Fig. 1: run 1, floorplan with the power grid
Bar = 50 um. Pins as bars on the die edge. Tap cells in gray.
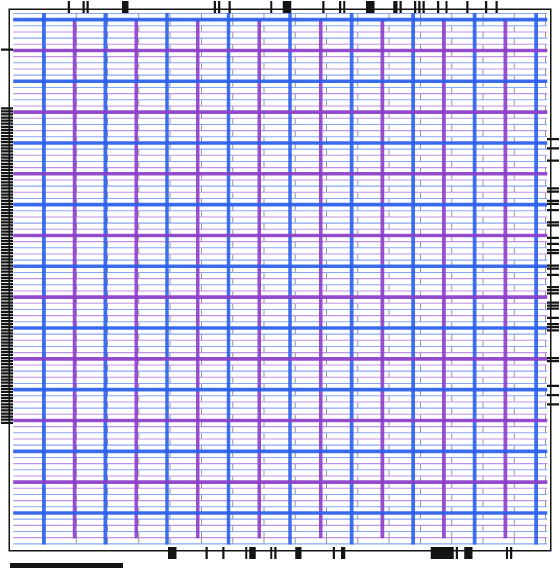
Fig. 2: run 1, cell classes on the final placement
Bar = 50 um.
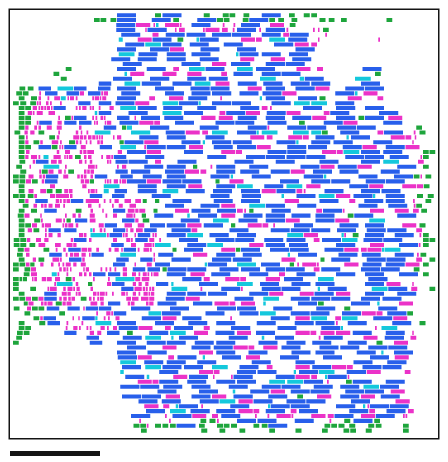
Fig. 3: run 1, clock wires, drivers and flops
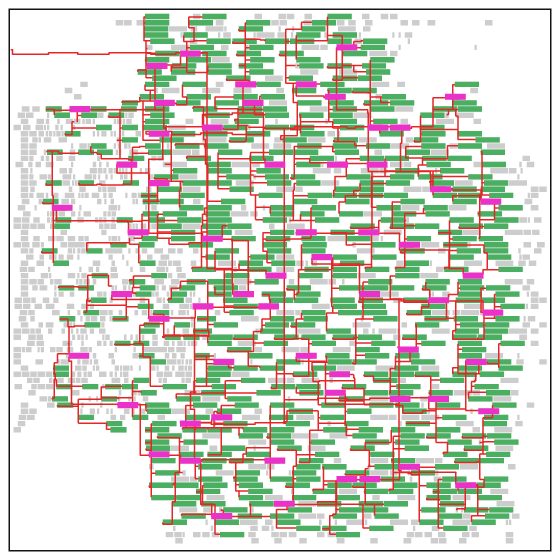
## src/rtl/ooo_fetch_queue_if.sv

```systemverilog
// Fetch-queue bus: I-cache request/response, predict-stage head port and redirect inputs.
// The fetch queue takes the master side; the cache/predictor/commit environment takes the slave side.
interface ooo_fetch_queue_if;
    logic [31:0] imem_addr;
    logic [3:0]  imem_rmask;
    logic        imem_resp;
    logic [31:0] imem_rdata;
    logic        deq;
    logic        out_valid;
    logic [31:0] out_pc;
    logic [31:0] out_inst;
    logic        fetch_en;
    logic        pred_redirect;
    logic [31:0] pred_target;
    logic        flush;
    logic [31:0] flush_addr;

    modport master (
        output imem_addr, imem_rmask, out_valid, out_pc, out_inst, fetch_en,
        input  imem_resp, imem_rdata, deq, pred_redirect, pred_target, flush, flush_addr
    );

    modport slave (
        input  imem_addr, imem_rmask, out_valid, out_pc, out_inst, fetch_en,
        output imem_resp, imem_rdata, deq, pred_redirect, pred_target, flush, flush_addr
    );
endinterface

```

## src/rtl/ooo_fetch_queue.sv

```systemverilog
// Instruction-fetch front end: owns the fetch PC, keeps one I-cache read in flight and
// buffers returned instructions in a DEPTH-entry FIFO feeding the predict stage.
module ooo_fetch_queue #(
    parameter int unsigned DEPTH    = 8,
    parameter logic [31:0] RESET_PC = 32'h1eceb000
) (
    input logic             clk,
    input logic             rst,
    ooo_fetch_queue_if.master bus
);
    localparam int unsigned PW = $clog2(DEPTH);
    localparam logic [PW:0] FULL = (PW + 1)'(DEPTH);

    typedef enum logic [1:0] {IDLE, WAIT, DISCARD} state_t;

    state_t        state;
    logic [31:0]   pc;
    logic [31:0]   req_pc;
    logic [31:0]   pc_q   [DEPTH];
    logic [31:0]   inst_q [DEPTH];
    logic [PW-1:0] head;
    logic [PW-1:0] tail;
    logic [PW:0]   count;
    logic          fetch_en_r;

    logic          redir;
    logic [31:0]   target;
    logic          issue;
    logic          push;
    logic          pop;

    // Only one read is ever outstanding, so count < DEPTH at issue guarantees a slot for its response.
    always_comb begin
        redir  = bus.flush | bus.pred_redirect;
        target = bus.flush ? bus.flush_addr : bus.pred_target;
        issue  = !rst && (state == IDLE) && !redir && (count < FULL);
        push   = (state == WAIT) && bus.imem_resp && !redir;
        pop    = bus.deq && (count != '0) && !redir;
    end

    always_comb begin
        bus.imem_rmask = issue ? 4'hF : 4'h0;
        bus.imem_addr  = pc;
        bus.out_valid  = (count != '0);
        bus.out_pc     = (count != '0) ? pc_q[head]   : '1;
        bus.out_inst   = (count != '0) ? inst_q[head] : '1;
        bus.fetch_en   = fetch_en_r;
    end

    always_ff @(posedge clk) begin
        if (rst) begin
            state      <= IDLE;
            pc         <= RESET_PC;
            req_pc     <= '0;
            head       <= '0;
            tail       <= '0;
            count      <= '0;
            fetch_en_r <= 1'b0;
        end else begin
            if (redir) begin
                pc         <= target;
                head       <= '0;
                tail       <= '0;
                count      <= '0;
                fetch_en_r <= 1'b0;
            end else begin
                if (issue) begin
                    pc     <= pc + 32'd4;
                    req_pc <= pc;
                end
                if (push) begin
                    pc_q[tail]   <= req_pc;
                    inst_q[tail] <= bus.imem_rdata;
                    tail         <= tail + 1'b1;
                end
                if (pop) begin
                    head <= head + 1'b1;
                end
                case ({push, pop})
                    2'b10:   count <= count + 1'b1;
                    2'b01:   count <= count - 1'b1;
                    default: count <= count;
                endcase
                // New head: a pop that leaves something behind, or the first push into an empty queue.
                fetch_en_r <= (pop && (push || count > (PW + 1)'(1))) || (push && count == '0);
            end

            case (state)
                IDLE:    if (issue) state <= WAIT;
                WAIT: begin
                    if (redir)              state <= bus.imem_resp ? IDLE : DISCARD;
                    else if (bus.imem_resp) state <= IDLE;
                end
                DISCARD: if (bus.imem_resp) state <= IDLE;
                default: state <= IDLE;
            endcase
        end
    end
endmodule

```

## src/flat_wrapper.sv

```systemverilog
// flat-port wrapper written by rule: the top's interface ports become plain ports
module ooo_fetch_queue_flat 
#(
    parameter int unsigned DEPTH    = 8,
    parameter logic [31:0] RESET_PC = 32'h1eceb000
)
  (clk, rst, bus_imem_addr, bus_imem_rmask, bus_out_valid, bus_out_pc, bus_out_inst, bus_fetch_en, bus_imem_resp, bus_imem_rdata, bus_deq, bus_pred_redirect, bus_pred_target, bus_flush, bus_flush_addr);
  ooo_fetch_queue_if bus_i ();
  input logic clk;
  input logic rst;
  output wire logic [$bits(bus_i.imem_addr)-1:0] bus_imem_addr;
  output wire logic [$bits(bus_i.imem_rmask)-1:0] bus_imem_rmask;
  output wire logic [$bits(bus_i.out_valid)-1:0] bus_out_valid;
  output wire logic [$bits(bus_i.out_pc)-1:0] bus_out_pc;
  output wire logic [$bits(bus_i.out_inst)-1:0] bus_out_inst;
  output wire logic [$bits(bus_i.fetch_en)-1:0] bus_fetch_en;
  input wire logic [$bits(bus_i.imem_resp)-1:0] bus_imem_resp;
  input wire logic [$bits(bus_i.imem_rdata)-1:0] bus_imem_rdata;
  input wire logic [$bits(bus_i.deq)-1:0] bus_deq;
  input wire logic [$bits(bus_i.pred_redirect)-1:0] bus_pred_redirect;
  input wire logic [$bits(bus_i.pred_target)-1:0] bus_pred_target;
  input wire logic [$bits(bus_i.flush)-1:0] bus_flush;
  input wire logic [$bits(bus_i.flush_addr)-1:0] bus_flush_addr;
  assign bus_imem_addr = bus_i.imem_addr;
  assign bus_imem_rmask = bus_i.imem_rmask;
  assign bus_out_valid = bus_i.out_valid;
  assign bus_out_pc = bus_i.out_pc;
  assign bus_out_inst = bus_i.out_inst;
  assign bus_fetch_en = bus_i.fetch_en;
  assign bus_i.imem_resp = bus_imem_resp;
  assign bus_i.imem_rdata = bus_imem_rdata;
  assign bus_i.deq = bus_deq;
  assign bus_i.pred_redirect = bus_pred_redirect;
  assign bus_i.pred_target = bus_pred_target;
  assign bus_i.flush = bus_flush;
  assign bus_i.flush_addr = bus_flush_addr;
  ooo_fetch_queue #(.DEPTH(DEPTH), .RESET_PC(RESET_PC)) u_core (.clk(clk), .rst(rst), .bus(bus_i));
endmodule
```

## config.mk

```make
export PLATFORM = sky130hd
export DESIGN_NAME = ooo_fetch_queue_flat
export DESIGN_NICKNAME = d
export VERILOG_FILES = /design/src/rtl/ooo_fetch_queue_if.sv /design/src/rtl/ooo_fetch_queue.sv /design/src/flat_wrapper.sv
export SDC_FILE = /design/constraint.sdc
export NUM_CORES = 1
export LEC_CHECK = 0
export CAP_MARGIN = 20
export CORE_UTILIZATION = 42
export CTS_BUF_LIST = sky130_fd_sc_hd__clkbuf_16
export DETAILED_ROUTE_END_ITERATION = 7
export PLACE_DENSITY = 0.59
export SLEW_MARGIN = 25
export SYNTH_ARGS = -nofsm -noshare
export SYNTH_HDL_FRONTEND = slang
export SYNTH_SLANG_ARGS = --single-unit
```

## constraint.sdc

```tcl
create_clock -name clk -period 10.2 [get_ports clk]
set_input_delay 2.04 -clock clk [delete_from_list [all_inputs] [get_ports clk]]
set_output_delay 2.04 -clock clk [all_outputs]
set_load 0.02 [all_outputs]
```

==> run notes, run 1 <==
Latest figures from synthesis and place and route.

The most frequent cell after synthesis is sky130_fd_sc_hd__edfxtp_1. The combinational gate power is 0.000163 W. The met3 demand-to-capacity share in global routing is between 3 and 4%. Sorting the synthesized cells by area gives the leading types as sky130_fd_sc_hd__edfxtp_1 (66%), sky130_fd_sc_hd__mux4_2 (12%), sky130_fd_sc_hd__dfxtp_1 (6.8%). OpenROAD emitted warnings numbering 28. All stages included, the depth of the critical timing path comes to 6.

The critical path's most frequent cell is sky130_fd_sc_hd__clkdlybuf4s50_1. Summing the areas of all xor and xnor instances in the mapped netlist gives 0.7478% of the synthesized area. TritonCTS built the clock tree. The internal power is 0.003897 W. For this run, the leading register cell type out of synthesis is sky130_fd_sc_hd__edfxtp_1. On the worst setup and hold paths after CTS, the clock-pin slew comes to about 50 ps. The first-iteration detailed-routing DRC count is 917. In this run the clock root is driven by a sky130_fd_sc_hd__clkbuf_16. Of the total synthesized cell area, the portion taken by AND, OR, NAND and NOR gates is 6.623%.

Counting plain and timing-repair buffers in the layout gives around 230. After layout the clock buffers and inverters come to 6.703% of cell area. The critical path in this run is classified as primary input to output port. The slack of the worst reg-to-reg path is 6900 ps. The largest registers in the layout are u_core.inst_q x256, u_core.pc_q x256. The net switching power figure is 0.001038 W. The critical path goes through clkdlybuf4s50_1, buf_4, nor3_2, nand2_1, inv_2, clkdlybuf4s50_1. By count the netlist is led by sky130_fd_sc_hd__edfxtp_1 (512), sky130_fd_sc_hd__nand2_1 (158), sky130_fd_sc_hd__mux4_2 (128), sky130_fd_sc_hd__dfxtp_1 (80), sky130_fd_sc_hd__mux2i_1 (75).

In the final layout, the fill cell count is 4659. The top cell type in the final layout, fill and taps aside, is sky130_fd_sc_hd__edfxtp_1. The kind of cell adding the most delay to the critical path is buffers and inverters. The number of endpoints with negative hold slack in the final report is 0. The final timing report lists a max-slew violation count of 0. Counting both buffers and inverters, the worst setup path holds a total of 4. The maximum number of pins on one net before global-route repair is about 70.

In the detailed route, the total length drawn on met2 is between 20000 and 25000 um. STA reports the tightest min-delay check as being of type flop to flop. The post-cts hold-fix buffer tally is 0. Subtracting the final worst setup slack from the clock period gives 6478 ps. The register share of total power is 54.3%. The endpoint of the worst hold path is u_core.req_pc[1]$_SDFFE_PP0P_. For the worst setup path, the data arrival time is roughly 4400 ps. The setup total negative slack is 0 ps. The number of gates resized after CTS was 0. Setup repair after global routing left no endpoint under its margin. The met1 wire length is about 23000 um. The mean number of vias per cell is 5.360.

The total via count in the routed design is 12488. Counting flops and latches in the post-synthesis netlist gives 592. Of the total power, combinational logic draws 3.3%. The power per standard cell area is approximately 180 nW/um^2. The count of cells in the finished layout, fillers not included, comes to 2330. The reg-to-reg endpoint is u_core.inst_q[3][31]$_DFFE_PP_.

The number of tapcells is 748. For this block, the routed nets add up to 51980 um of wire. The synthesis run shows multiplexers occupying 15.75% of the cell area. The top routing layer in use is met4.

The largest share of the power goes to registers. The gate count after technology mapping is 1324. The layout contains a multi-input combinational cell count of 643. The power in the clock group is ~0.0021 W. The met1 track demand over resource is between 20% and 30%. The startpoint kind of the worst setup timing path is a primary input.

Hold timing on the final database bottoms out at a slack of around 470 ps. The worst path uses 63.51% of the clock period. The synthesized netlist net count is 1432. The run finished with clean final reports. At the pin with the least slew margin, the transition time is 1036 ps.

The number of antenna violations at the first check in global routing is 1. Routability-driven placement finished with a final weighted congestion of 0.8290. The compound-cell area share of the yosys netlist is under 10%. The count of endpoints failing setup in the final report is 0. For this run, design rule violations remaining after detail routing come to 0. The number of global-route vias before repair came to 13014.

The hold path depth is 2. The launching instance or port of the critical path is bus_flush. In this build the clock could be raised as far as 154.4 MHz. The worst setup slack after layout is 3722 ps.

Per the timing report, the most critical flop-to-flop path originates at u_core.state[0]$_SDFFE_PP0P_. Per the synth stats, the proportion of register bits with asynchronous set or reset is 0%. Once placement finished, the instance area stood at 26280 um^2.
## Picture notes: Fig. 1
Purple marks VDD. Blue marks VSS.
748 tap cells. 17 straps on met5. 87 met1 rails follow the rows. 17 straps on met4.
core outline area: 55090 um^2
floorplan die width: 238.2 um

## Picture notes: Fig. 2
Blue marks sequential cells, cells 592, share of their area 62%. Green marks remaining buffers and delay cells, cells 225, share of their area 8.1%. Magenta marks combinational and other logic, cells 651, share of their area 23%. Cyan marks clock drivers and dummy loads, cells 113, share of their area 6.9%.
design area: 28170 um^2
share of the core filled with cells: 51.13%
Seq area share: 60.31%
floorplan row count: 86

## Picture notes: Fig. 3
Red marks clock wires, length 6780 um. Magenta marks clock drivers, count 60. Green marks flip-flops, count 592.
There are 61 routed clock nets.
worst clock skew: 18.34 ps
Insertion Delay late pin: 620 ps

==> inputs of run 2 (changes only) <==
PLACE_DENSITY = 0.61   (was 0.59)
clock period = 5.7 ns   (was 10.2 ns; I/O delays follow)
Fig. 4: run 2, floorplan with the power grid
Bar = 50 um. Pins as bars on the die edge. Tap cells in gray.
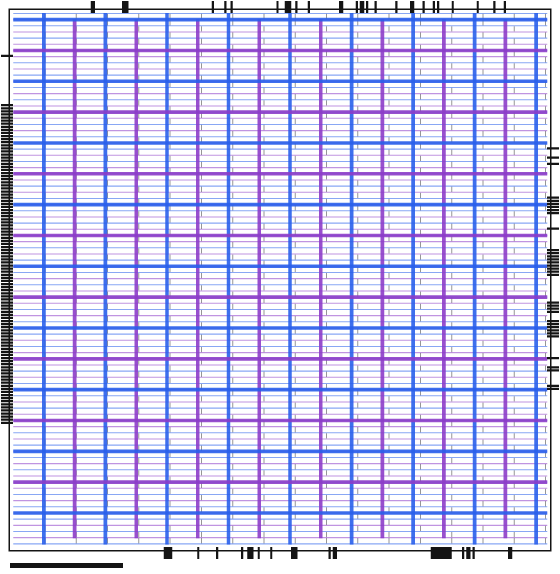
Die Y-Extent: 238.2 um
peak ir drop on the vdd network: 0.2417 mV

Fig. 5: run 2, signal wires by layer
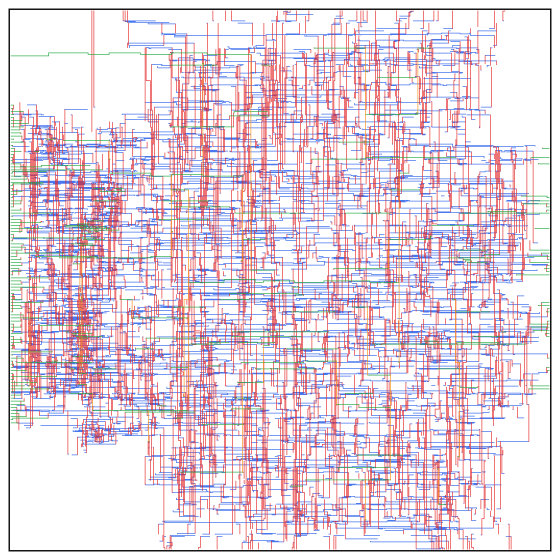
Blue marks metal 1, wire length 23.4 mm. Green marks metal 3, wire length 2820 um. Red marks metal 2, wire length 24.5 mm. Orange marks metal 4, wire length 950 um.
average wire length per cell after detail routing: 22.16 um
via count: 12613
Total Routed Length: 51650 um
Global Route Usage Sum: 18.31%

==> run 2 against run 1 <==
Compared with the run above:
- final cell count barely moved
- clock skew shrank 4.1 ps
- non-clock buffer count grew 6
- global-route usage is 0.33 points lower
- worst hold slack gained 4.8 ps
- register-to-register slack got worse by 4000 ps
- design area rose by 0.87%
- via count up 1.0%
- combinational power up 81%
- total power is 81% higher
- die size stayed put
- sequential power increased by 79%
==> run notes, run 2 <==
Latest figures from synthesis and place and route.

The flow ran to the end, and the final reports show no timing, DRC or antenna violations. Yosys attributes the largest share of cell area to sky130_fd_sc_hd__edfxtp_1 (66%), sky130_fd_sc_hd__mux4_2 (12%), sky130_fd_sc_hd__dfxtp_1 (6.8%). The number of buffers and inverters on the critical path is 3 (-1). The number of gates resized after CTS is 0 (unchanged). The met1 track demand over resource is 25.99% (+0.22 points). The total half-perimeter wirelength after legalization and detailed placement is 29760 um.

The number of global-route vias before repair is 13128 (+0.88%). The class of the tightest hold or removal check is flop to flop. In the power breakdown, the biggest contributor is registers. The critical path depth is 5 (-1). The clock root buffer is sky130_fd_sc_hd__clkbuf_16. The met1 wire length is 23380 um (+0.19%). The worst setup slack after layout came to 1120 ps (-2603 ps). The OpenROAD warning count came to 28 (unchanged). The worst setup path is launched from a primary input. The final cell count without fillers is 2331 (+0.043%). The number of fill cells was 4575 (-1.8%).

The register share of total power is 53.5% (-0.8 points). The endpoint of the worst hold path is reported as u_core.req_pc[1]$_SDFFE_PP0P_. The starting density of the core is a little over two fifths. Tracing the worst setup path back leads to its startpoint at bus_pred_redirect.

Static timing analysis puts the maximum clock frequency at approximately 220 MHz. The leading cell type in the layout, fill and taps excluded is sky130_fd_sc_hd__edfxtp_1. The report lists the cells along the critical path as clkdlybuf4s50_1, nor3_2, nand2_1, inv_2, clkdlybuf4s50_1. The DRC violation count after routing is 0 (unchanged). The synthesized-area fraction occupied by and/or/nand/nor cells is 6.623% (unchanged). The share of the clock period used by the worst path after layout is 80.36%. The total length of routed met2 wires was 24510 um (-1.4%). The final sequential cell count is between 500 and 600.

The data arrival time at the worst-slack endpoint was 3440 ps (-1000 ps). The power in the clock group was 0.00387 W (+85%). The shortest period the worst path allows is between 4000 and 5000 ps. The clock-pin slew of the registers on the worst-case setup and hold paths is 60 ps (about the same). The slack of the worst reg-to-reg path came to 2890 ps (-4010 ps). The power per standard cell area came to 315.1 nW/um^2 (+80%). The synthesized netlist net count is 1432 (unchanged). The critical path's most frequent cell is sky130_fd_sc_hd__clkdlybuf4s50_1. The multi-input gate count is 643 (unchanged).

The smallest hold slack is 477.3 ps (+4.837 ps). The commonest register cell is sky130_fd_sc_hd__edfxtp_1. The part of the power in the clock network is 43.2%. The first-iteration detailed-routing DRC count is 857 (-6.5%). By count the netlist is led by sky130_fd_sc_hd__edfxtp_1 (512), sky130_fd_sc_hd__nand2_1 (158), sky130_fd_sc_hd__mux4_2 (128), sky130_fd_sc_hd__dfxtp_1 (80), sky130_fd_sc_hd__mux2i_1 (75). The setup total negative slack is 0 ps (unchanged). The area of the core is 55090 um^2 (unchanged). The fraction of area in clock buffers and inverters was 6.839% (+0.14 points). The kind of cell adding the most delay to the critical path is buffers and inverters.

The final weighted congestion in routability-driven placement came to 0.8642 (+4.2%). The latest clock arrival within the worst-skew pair was 600 ps (-20 ps). The count of endpoints failing setup in the final report is 0 (unchanged). The met3 demand-to-capacity share in global routing was 2.973% (-0.99 points). The compound-cell area share of the yosys netlist is 2.468% (unchanged). The combinational gate power is 0.000295 W (+81%). The clock skew after layout is 14.27 ps (-4.072 ps). The final-report max-slew violation count is 0 (unchanged). The number of rows in the core area was 86 (unchanged).

The worst register-to-register path ends at u_core.count[2]$_SDFFE_PP0P_. Summed over all layers, the global routing overflow is 0. The worst reg2reg path startpoint is u_core.count[0]$_SDFFE_PP0P_.

The gate count after technology mapping was 1324 (unchanged). The number of synthesis warnings is 0. In the final layout, the registers with the most flip-flops are u_core.inst_q x256, u_core.pc_q x256. The pin slew with the least headroom to its limit came to 944.1 ps (-92.19 ps). Signal nets in the final route climb as high as met4. The cell area reported after detailed placement is 26470 um^2 (+0.73%). The number of antenna violations at the first check in global routing was 0 (-1).

The number of tapcells came to 748 (unchanged). The xor and xnor area share after synthesis was 0.7478% (unchanged). By startpoint and endpoint, the worst setup path is classified as primary input to output port. The async set or reset register ratio after synthesis is 0% (unchanged). The hold path depth is 2 (unchanged). The CTS tree is yes. The post-synthesis mux area share is 15.75% (unchanged). Setup repair after global routing left no endpoint under its margin. The mean number of vias per cell came to 5.411 (+0.96%). The relative contribution of combinational cells to total power is 3.3% (about the same). The net switching power figure was 0.001799 W (+73%).

The internal power is 0.007154 W (+84%). The flop and latch count out of synthesis is 592 (unchanged). The maximum number of pins on one net before global-route repair is 70 (-1.4%). The post-cts hold-fix buffer tally is 0 (unchanged).
Fig. 6: run 2, cell classes on the final placement
Bar = 50 um.
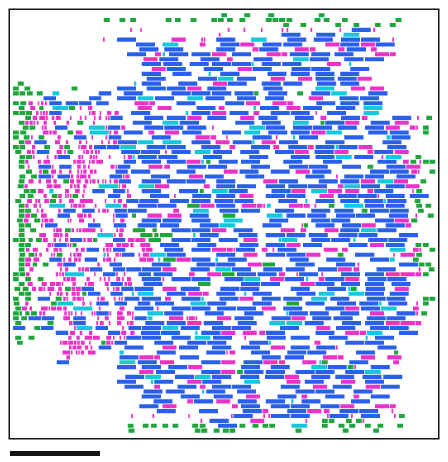
Magenta marks combinational and other logic, cells 651, share of their area 22%. Cyan marks clock drivers and dummy loads, cells 109, share of their area 7.1%. Green marks remaining buffers and delay cells, cells 231, share of their area 8.6%. Blue marks sequential cells, cells 592, share of their area 62%.
share of the core filled with cells: 51.57%
design area: 28410 um^2
Seq area share: 59.79%

No activity file was given, so power comes from the tool's default toggle rates.
